File: src/rtl/keypad_pkg.sv
// Shared state encoding, default geometry and gear key codes for the keypad scanner.
package keypad_pkg;

    typedef enum logic [1:0] {
        IDLE    = 2'd0,
        PRESSED = 2'd1,
        MULTI   = 2'd2
    } key_state_t;

    localparam int KP_ROWS            = 4;
    localparam int KP_COLS            = 4;
    localparam int KP_DEBOUNCE_FRAMES = 3;
    localparam int KP_REPEAT_DELAY    = 20;
    localparam int KP_REPEAT_PERIOD   = 5;

    // Gear keys share their codes with the display unit's gear_char values.
    localparam int KEY_GEAR_P = 3;
    localparam int KEY_GEAR_R = 6;
    localparam int KEY_GEAR_N = 9;
    localparam int KEY_GEAR_D = 12;

    function automatic logic is_gear_key(input int code);
        return (code == KEY_GEAR_P) || (code == KEY_GEAR_R) ||
               (code == KEY_GEAR_N) || (code == KEY_GEAR_D);
    endfunction

endpackage

File: src/rtl/keypad_frame_debounce.sv
// Whole-frame debouncer: counts identical consecutive sweeps and classifies the
// accepted frame as empty, single key (with its row*COLS+col code) or multiple keys.
module keypad_frame_debounce
    import keypad_pkg::*;
#(
    parameter int ROWS            = KP_ROWS,
    parameter int COLS            = KP_COLS,
    parameter int DEBOUNCE_FRAMES = KP_DEBOUNCE_FRAMES
) (
    input  logic                           clk,
    input  logic                           rst,
    input  logic [ROWS*COLS-1:0]           frame,
    input  logic                           frame_done,
    output logic                           stable,
    output logic                           is_zero,
    output logic                           is_one,
    output logic                           is_multi,
    output logic [$clog2(ROWS*COLS)-1:0]   index
);

    localparam int N  = ROWS * COLS;
    localparam int KW = $clog2(N);
    localparam int DW = (DEBOUNCE_FRAMES > 1) ? $clog2(DEBOUNCE_FRAMES) : 1;
    localparam logic [DW-1:0] DEB_TOP = DW'(DEBOUNCE_FRAMES - 1);

    logic [N-1:0]  prev_frame;
    logic [DW-1:0] deb_cnt;
    logic [DW-1:0] deb_next;
    logic          same;
    logic          any_bit;

    assign same = (frame == prev_frame);

    always_comb begin
        deb_next = '0;
        if (same) begin
            deb_next = (deb_cnt == DEB_TOP) ? DEB_TOP : deb_cnt + 1'b1;
        end
    end

    always_ff @(posedge clk) begin
        if (rst) begin
            prev_frame <= '0;
            deb_cnt    <= '0;
        end else if (frame_done) begin
            prev_frame <= frame;
            deb_cnt    <= deb_next;
        end
    end

    assign stable = frame_done && same && (deb_next == DEB_TOP);

    // Frame bits are column-major (col*ROWS+row); key codes are row-major.
    always_comb begin
        any_bit  = 1'b0;
        is_multi = 1'b0;
        index    = '0;
        for (int i = 0; i < N; i++) begin
            if (frame[i]) begin
                if (any_bit) begin
                    is_multi = 1'b1;
                end
                any_bit = 1'b1;
                index   = KW'((i % ROWS) * COLS + i / ROWS);
            end
        end
    end

    assign is_zero = !any_bit;
    assign is_one  = any_bit && !is_multi;

endmodule

File: src/rtl/keypad_scan_unit.sv
// Column-multiplexed key matrix scanner with frame debounce and press/release reporting.
// Optional auto-repeat of a held key is enabled by defining KEYPAD_AUTOREPEAT_EN.
//
// state   | meaning
// IDLE    | no key accepted
// PRESSED | exactly one key accepted, key_code holds it
// MULTI   | two or more keys stable, nothing reported
module keypad_scan_unit
    import keypad_pkg::*;
#(
    parameter int ROWS            = KP_ROWS,
    parameter int COLS            = KP_COLS,
    parameter int DEBOUNCE_FRAMES = KP_DEBOUNCE_FRAMES,
    parameter int REPEAT_DELAY    = KP_REPEAT_DELAY,
    parameter int REPEAT_PERIOD   = KP_REPEAT_PERIOD
) (
    input  logic                           clk,
    input  logic                           rst,
    input  logic                           tick_scan,
    input  logic [ROWS-1:0]                key_row,
    output logic [COLS-1:0]                key_col,
    output logic [$clog2(ROWS*COLS)-1:0]   key_code,
    output logic                           key_valid,
    output logic                           key_release,
    output logic                           key_held,
    output logic                           key_multi
);

    localparam int N  = ROWS * COLS;
    localparam int KW = $clog2(N);
    localparam int CW = (COLS > 1) ? $clog2(COLS) : 1;
    localparam logic [CW-1:0] COL_LAST = CW'(COLS - 1);

    if (DEBOUNCE_FRAMES < 1 || REPEAT_DELAY < 1 || REPEAT_PERIOD < 1) begin : g_bad_cfg
        $error("keypad_scan_unit: DEBOUNCE_FRAMES, REPEAT_DELAY and REPEAT_PERIOD must be >= 1");
    end

    logic [CW-1:0] col_idx;
    logic [N-1:0]  frame;
    logic          frame_done;
    logic          stable;
    logic          is_zero;
    logic          is_one;
    logic          is_multi;
    logic [KW-1:0] index;
    key_state_t    state;

    // Rows are sampled a full tick after their column was driven.
    always_ff @(posedge clk) begin
        if (rst) begin
            col_idx    <= '0;
            key_col    <= '1;
            frame      <= '0;
            frame_done <= 1'b0;
        end else begin
            key_col    <= ~(COLS'(1) << col_idx);
            frame_done <= tick_scan && (col_idx == COL_LAST);
            if (tick_scan) begin
                frame[col_idx*ROWS +: ROWS] <= ~key_row;
                col_idx <= (col_idx == COL_LAST) ? '0 : col_idx + 1'b1;
            end
        end
    end

    keypad_frame_debounce #(
        .ROWS            (ROWS),
        .COLS            (COLS),
        .DEBOUNCE_FRAMES (DEBOUNCE_FRAMES)
    ) u_debounce (
        .clk        (clk),
        .rst        (rst),
        .frame      (frame),
        .frame_done (frame_done),
        .stable     (stable),
        .is_zero    (is_zero),
        .is_one     (is_one),
        .is_multi   (is_multi),
        .index      (index)
    );

`ifdef KEYPAD_AUTOREPEAT_EN
    localparam int RMAX = (REPEAT_DELAY > REPEAT_PERIOD) ? REPEAT_DELAY : REPEAT_PERIOD;
    localparam int RW   = $clog2(RMAX + 1);

    logic [RW-1:0] rpt_cnt;
    logic [RW-1:0] rpt_next;
    logic          rpt_armed;
    logic          rpt_fire;

    // First repeat after REPEAT_DELAY held frames, then every REPEAT_PERIOD.
    assign rpt_next = rpt_cnt + 1'b1;
    assign rpt_fire = rpt_armed ? (rpt_next == RW'(REPEAT_PERIOD))
                                : (rpt_next == RW'(REPEAT_DELAY));
`endif

    always_ff @(posedge clk) begin
        if (rst) begin
            state       <= IDLE;
            key_code    <= '0;
            key_valid   <= 1'b0;
            key_release <= 1'b0;
            key_held    <= 1'b0;
            key_multi   <= 1'b0;
`ifdef KEYPAD_AUTOREPEAT_EN
            rpt_cnt     <= '0;
            rpt_armed   <= 1'b0;
`endif
        end else begin
            key_valid   <= 1'b0;
            key_release <= 1'b0;
            if (stable) begin
`ifdef KEYPAD_AUTOREPEAT_EN
                rpt_cnt   <= '0;
                rpt_armed <= 1'b0;
`endif
                case (state)
                    IDLE: begin
                        if (is_one) begin
                            state     <= PRESSED;
                            key_held  <= 1'b1;
                            key_code  <= index;
                            key_valid <= 1'b1;
                        end else if (is_multi) begin
                            state     <= MULTI;
                            key_multi <= 1'b1;
                        end
                    end
                    PRESSED: begin
                        if (is_zero) begin
                            state       <= IDLE;
                            key_held    <= 1'b0;
                            key_release <= 1'b1;
                        end else if (is_multi) begin
                            state       <= MULTI;
                            key_held    <= 1'b0;
                            key_multi   <= 1'b1;
                            key_release <= 1'b1;
                        end else if (index != key_code) begin
                            key_code  <= index;
                            key_valid <= 1'b1;
                        end else begin
`ifdef KEYPAD_AUTOREPEAT_EN
                            rpt_cnt   <= rpt_fire ? '0 : rpt_next;
                            rpt_armed <= rpt_armed | rpt_fire;
                            key_valid <= rpt_fire;
`endif
                        end
                    end
                    MULTI: begin
                        if (is_zero) begin
                            state     <= IDLE;
                            key_multi <= 1'b0;
                        end else if (is_one) begin
                            state     <= PRESSED;
                            key_multi <= 1'b0;
                            key_held  <= 1'b1;
                            key_code  <= index;
                            key_valid <= 1'b1;
                        end
                    end
                    default: begin
                        state     <= IDLE;
                        key_held  <= 1'b0;
                        key_multi <= 1'b0;
                    end
                endcase
            end
        end
    end

endmodule

File: config.mk
export PLATFORM = sky130hd
export DESIGN_NAME = keypad_scan_unit
export DESIGN_NICKNAME = d
export VERILOG_FILES = /design/src/rtl/keypad_pkg.sv /design/src/rtl/keypad_frame_debounce.sv /design/src/rtl/keypad_scan_unit.sv
export SDC_FILE = /design/constraint.sdc
export NUM_CORES = 1
export LEC_CHECK = 0
export CAP_MARGIN = 15
export CORE_MARGIN = 3
export CORE_UTILIZATION = 41
export CTS_CLUSTER_SIZE = 8
export DETAILED_ROUTE_END_ITERATION = 12
export PLACE_DENSITY = 0.63
export REMOVE_ABC_BUFFERS = 1
export SLEW_MARGIN = 20
export SYNTH_ARGS = -nofsm -noshare
export SYNTH_HDL_FRONTEND = slang
export SYNTH_SLANG_ARGS = --single-unit
File: constraint.sdc
create_clock -name clk -period 3 [get_ports clk]
set_clock_uncertainty 0.05 [all_clocks]
set_input_delay 0.45 -clock clk [delete_from_list [all_inputs] [get_ports clk]]
set_output_delay 0.45 -clock clk [all_outputs]
set_load 0.01 [all_outputs]
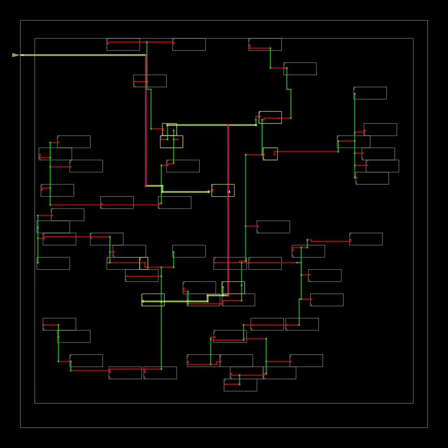
Fig. 1. Clock wiring as the flow saved it (run 1).
power in the clock group: 0.423 mW
number of clock buffers in the layout: 5

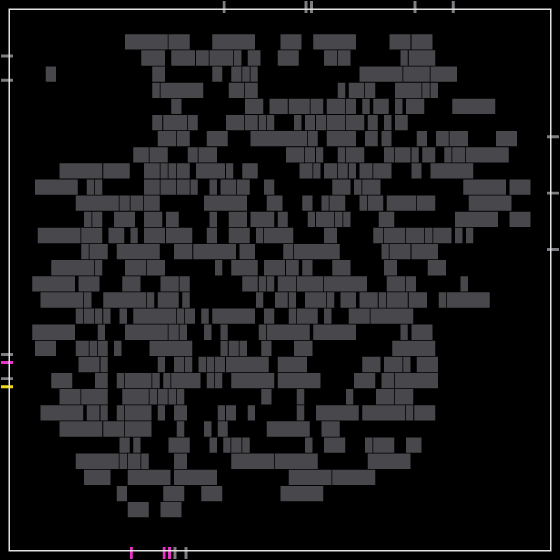
Fig. 2. Ports around the boundary (run 1).
Pins as bars across the die edge, other pins in gray.
`tick_scan`: marked yellow, pins 1, direction input, edge left. `key_row`: marked magenta, pins 4, direction input, edge 3 bottom, 1 left.
All pins by edge: 6 left, 5 top, 5 bottom, 3 right.

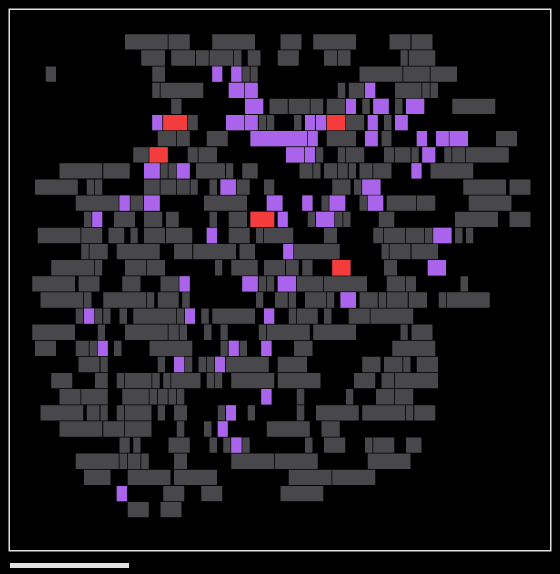
Fig. 3. Logic cells by family (run 1).
Scale bar: 20 um.
inverting AOI/OAI gates: marked purple, cells 60. AND-OR and OR-AND gates: marked red, cells 5, where top middle.

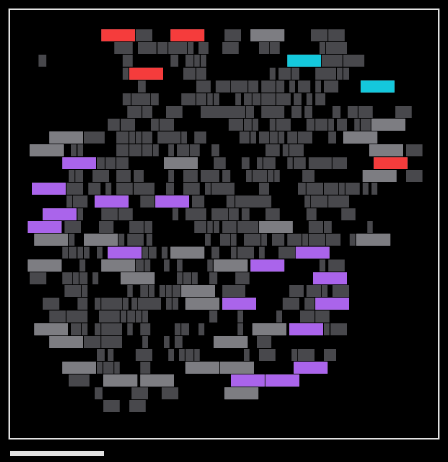
Fig. 4. Sequential cells grouped by signal name (run 1).
Scale bar: 20 um.
`state`: marked cyan, flops 2. `u_debounce.prev_frame`: marked purple, flops 16. `key_code`: marked red, flops 4.
Another 29 sequential cells are not colored.

==> flow_summary.ini, run 1 <==
; implementation run metrics
[setup_path]
crit_type = register to register
critical_path.endpoint = key_held
critical_path.max_fanout = 9
path_delay_family = simple AND/OR/NAND/NOR gates
cp_cell_sequence = xor2_1, nor4_1, nand3_1, or4b_4, or4_1, a31oi_1
cp.depth = 6

[clock_network]
post_cts.repair.setup_buffers = 0
ctsHtreeMaxLevel = 2
cts.path.max_buffers = 2
tritoncts_num_sinks = 51
hold_buffers = 0

[global_route]
grt_usage = 0.163
overflow = 0
grt_pass1_vias = 2175
grt_most_used_layer = met2

[yosys]
yosysUniqueCellTypes = 54
syn_area_per_cell_um2 = 8.31
synth_seq_share = 0.344
ys_seq_elements = 51
synthMostInstantiatedCell = sky130_fd_sc_hd__nor2_1
yosys-top-cells-area = sky130_fd_sc_hd__dfxtp_1 (34%), sky130_fd_sc_hd__nor2_1 (9.9%), sky130_fd_sc_hd__mux2i_1 (6.4%)
yosys_warnings = 0
ys_sh_xor = 0.0502

[cells_and_area]
fill_cells = 720
count_of_plain_and_timing_repair_buffers = 23
n_antenna_cell = 0
nFlopsAndLatches = 51
nMultiInputCombCells = 266
layout-drive-gt1-share = 0.0744
post_layout_nonfiller_instances = 459
comb_area_share = 0.537
num-nonclk-inverters = 15

[sta]
post-route-worst-setup-slack_ns = 0.301
worst_slew_pin_slew_ns = 0.576
setup_repair_after_global_routing_missed_its_margin = no
finalSetupViolCount = 0
fin_tns_setup_ns = 0
max_slew_margin = 0.616

[routing]
detail-route-antenna-nets = 0
route.layer.met1.wl_um = 3380
drt-vias-per-instance = 5.35
average_wire_per_standard_cell_um = 14.4
post-route-drc-count = 0
drt_iter0_markers = 122
total_length_of_routed_met3_wires_um = 232

[placement]
placement.cell_area_um2 = 3150
place_congestion = 0.839
placedCellCount = 451

[worst_hold_path]
hold_start = state[0]
hold_path_depth = 2

[floorplanning]
fp.dieW_um = 91.1
die_area_um2 = 8290

[pwr]
powerDensity_nw_per_um2 = 391
static-leakage-power_nw = 1.29
largest_vdd_supply_drop_uv = 209
switchingPower_mw = 0.349

[outcome]
outcome = completed

[job]
cap_viol_max_count = 0
## Run 2: what changed since run 1
--- a/config.mk
+++ b/config.mk
@@ -10,6 +10,7 @@
 export CORE_UTILIZATION = 41
 export CTS_CLUSTER_SIZE = 8
 export DETAILED_ROUTE_END_ITERATION = 12
+export HOLD_SLACK_MARGIN = 0.06
 export PLACE_DENSITY = 0.63
 export REMOVE_ABC_BUFFERS = 1
 export SLEW_MARGIN = 20
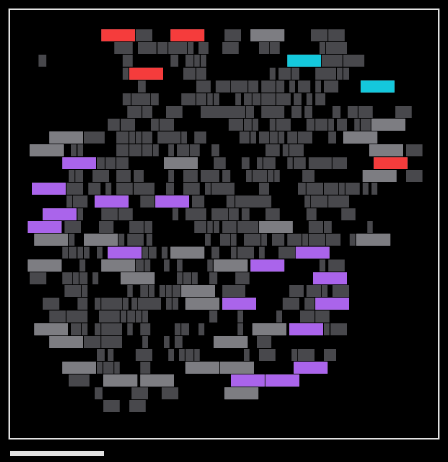
Fig. 5. Sequential cells grouped by signal name (run 2).
Scale bar: 20 um.
core utilization of the finished layout: 0.469
sequential power: 0.704 mW

==> run 2 against run 1 <==
  * Die area unchanged
  * Total power unchanged
  * Critical path depth unchanged
  * Area after synthesis did not move
  * Largest cell class unchanged
==> flow_summary.ini, run 2 <==
; implementation run metrics
[outcome]
outcome = completed

[global_route]
overflow = 0
groute.layer.met1.usage = 0.237
grt_use_met2 = 0.243
grt_usage = 0.163
grt_most_used_layer = met2

[cells_and_area]
final_design_area_no_fill_um2 = 3240
n_antenna_cell = 0
fill_cells = 720
finish.net_count = 380
nFlopsAndLatches = 51
comb_area_share = 0.537
num-nonclk-inverters = 15
nMultiInputCombCells = 266
area_of_combinational_cells_with_multiple_inputs_um2 = 1740
count_of_plain_and_timing_repair_buffers = 23
post_layout_nonfiller_instances = 459

[clock_network]
ctsHtreeMaxLevel = 2
hold_buffers = 0
cts.path.max_buffers = 2

[yosys]
ys_sh_xor = 0.0502
post_synth_mux_area_share = 0.0755
ys_seq_elements = 51
yosys-top-cells-area = sky130_fd_sc_hd__dfxtp_1 (34%), sky130_fd_sc_hd__nor2_1 (9.9%), sky130_fd_sc_hd__mux2i_1 (6.4%)
synth_seq_share = 0.344
yosys.area_share.simple = 0.259
syn_area_per_cell_um2 = 8.31
netlist_logic_family_top = simple AND/OR/NAND/NOR gates
synthMostInstantiatedCell = sky130_fd_sc_hd__nor2_1

[sta]
setup_repair_after_global_routing_missed_its_margin = no
fin_tns_setup_ns = 0
max_slew_margin = 0.616
post-route-worst-setup-slack_ns = 0.301
worst_slew_pin_slew_ns = 0.576
finalSetupViolCount = 0
final.min_clock_period_ns = 2.70

[floorplanning]
fp.dieW_um = 91.1

[setup_path]
crit_type = register to register
critPathBufInv = 0
cp.depth = 6
critical_path.max_fanout = 9
critical_path.endpoint = key_held
cp_cell_sequence = xor2_1, nor4_1, nand3_1, or4b_4, or4_1, a31oi_1
path_delay_family = simple AND/OR/NAND/NOR gates

[job]
cap_viol_max_count = 0

[placement]
place_congestion = 0.839
placement.cell_area_um2 = 3150
placedCellCount = 451

[pwr]
largest_vdd_supply_drop_uv = 209
powerDensity_nw_per_um2 = 391
static-leakage-power_nw = 1.29
switchingPower_mw = 0.349
powerClk_mw = 0.423

[routing]
detail-route-antenna-nets = 0
average_wire_per_standard_cell_um = 14.4
total_length_of_routed_met3_wires_um = 232
drt-vias-per-instance = 5.35
drt_iter0_markers = 122
route.layer.met1.wl_um = 3380
post-route-drc-count = 0

[worst_hold_path]
hold_start = state[0]
hold_path_depth = 2
Power is estimated from default activity; no workload was simulated.
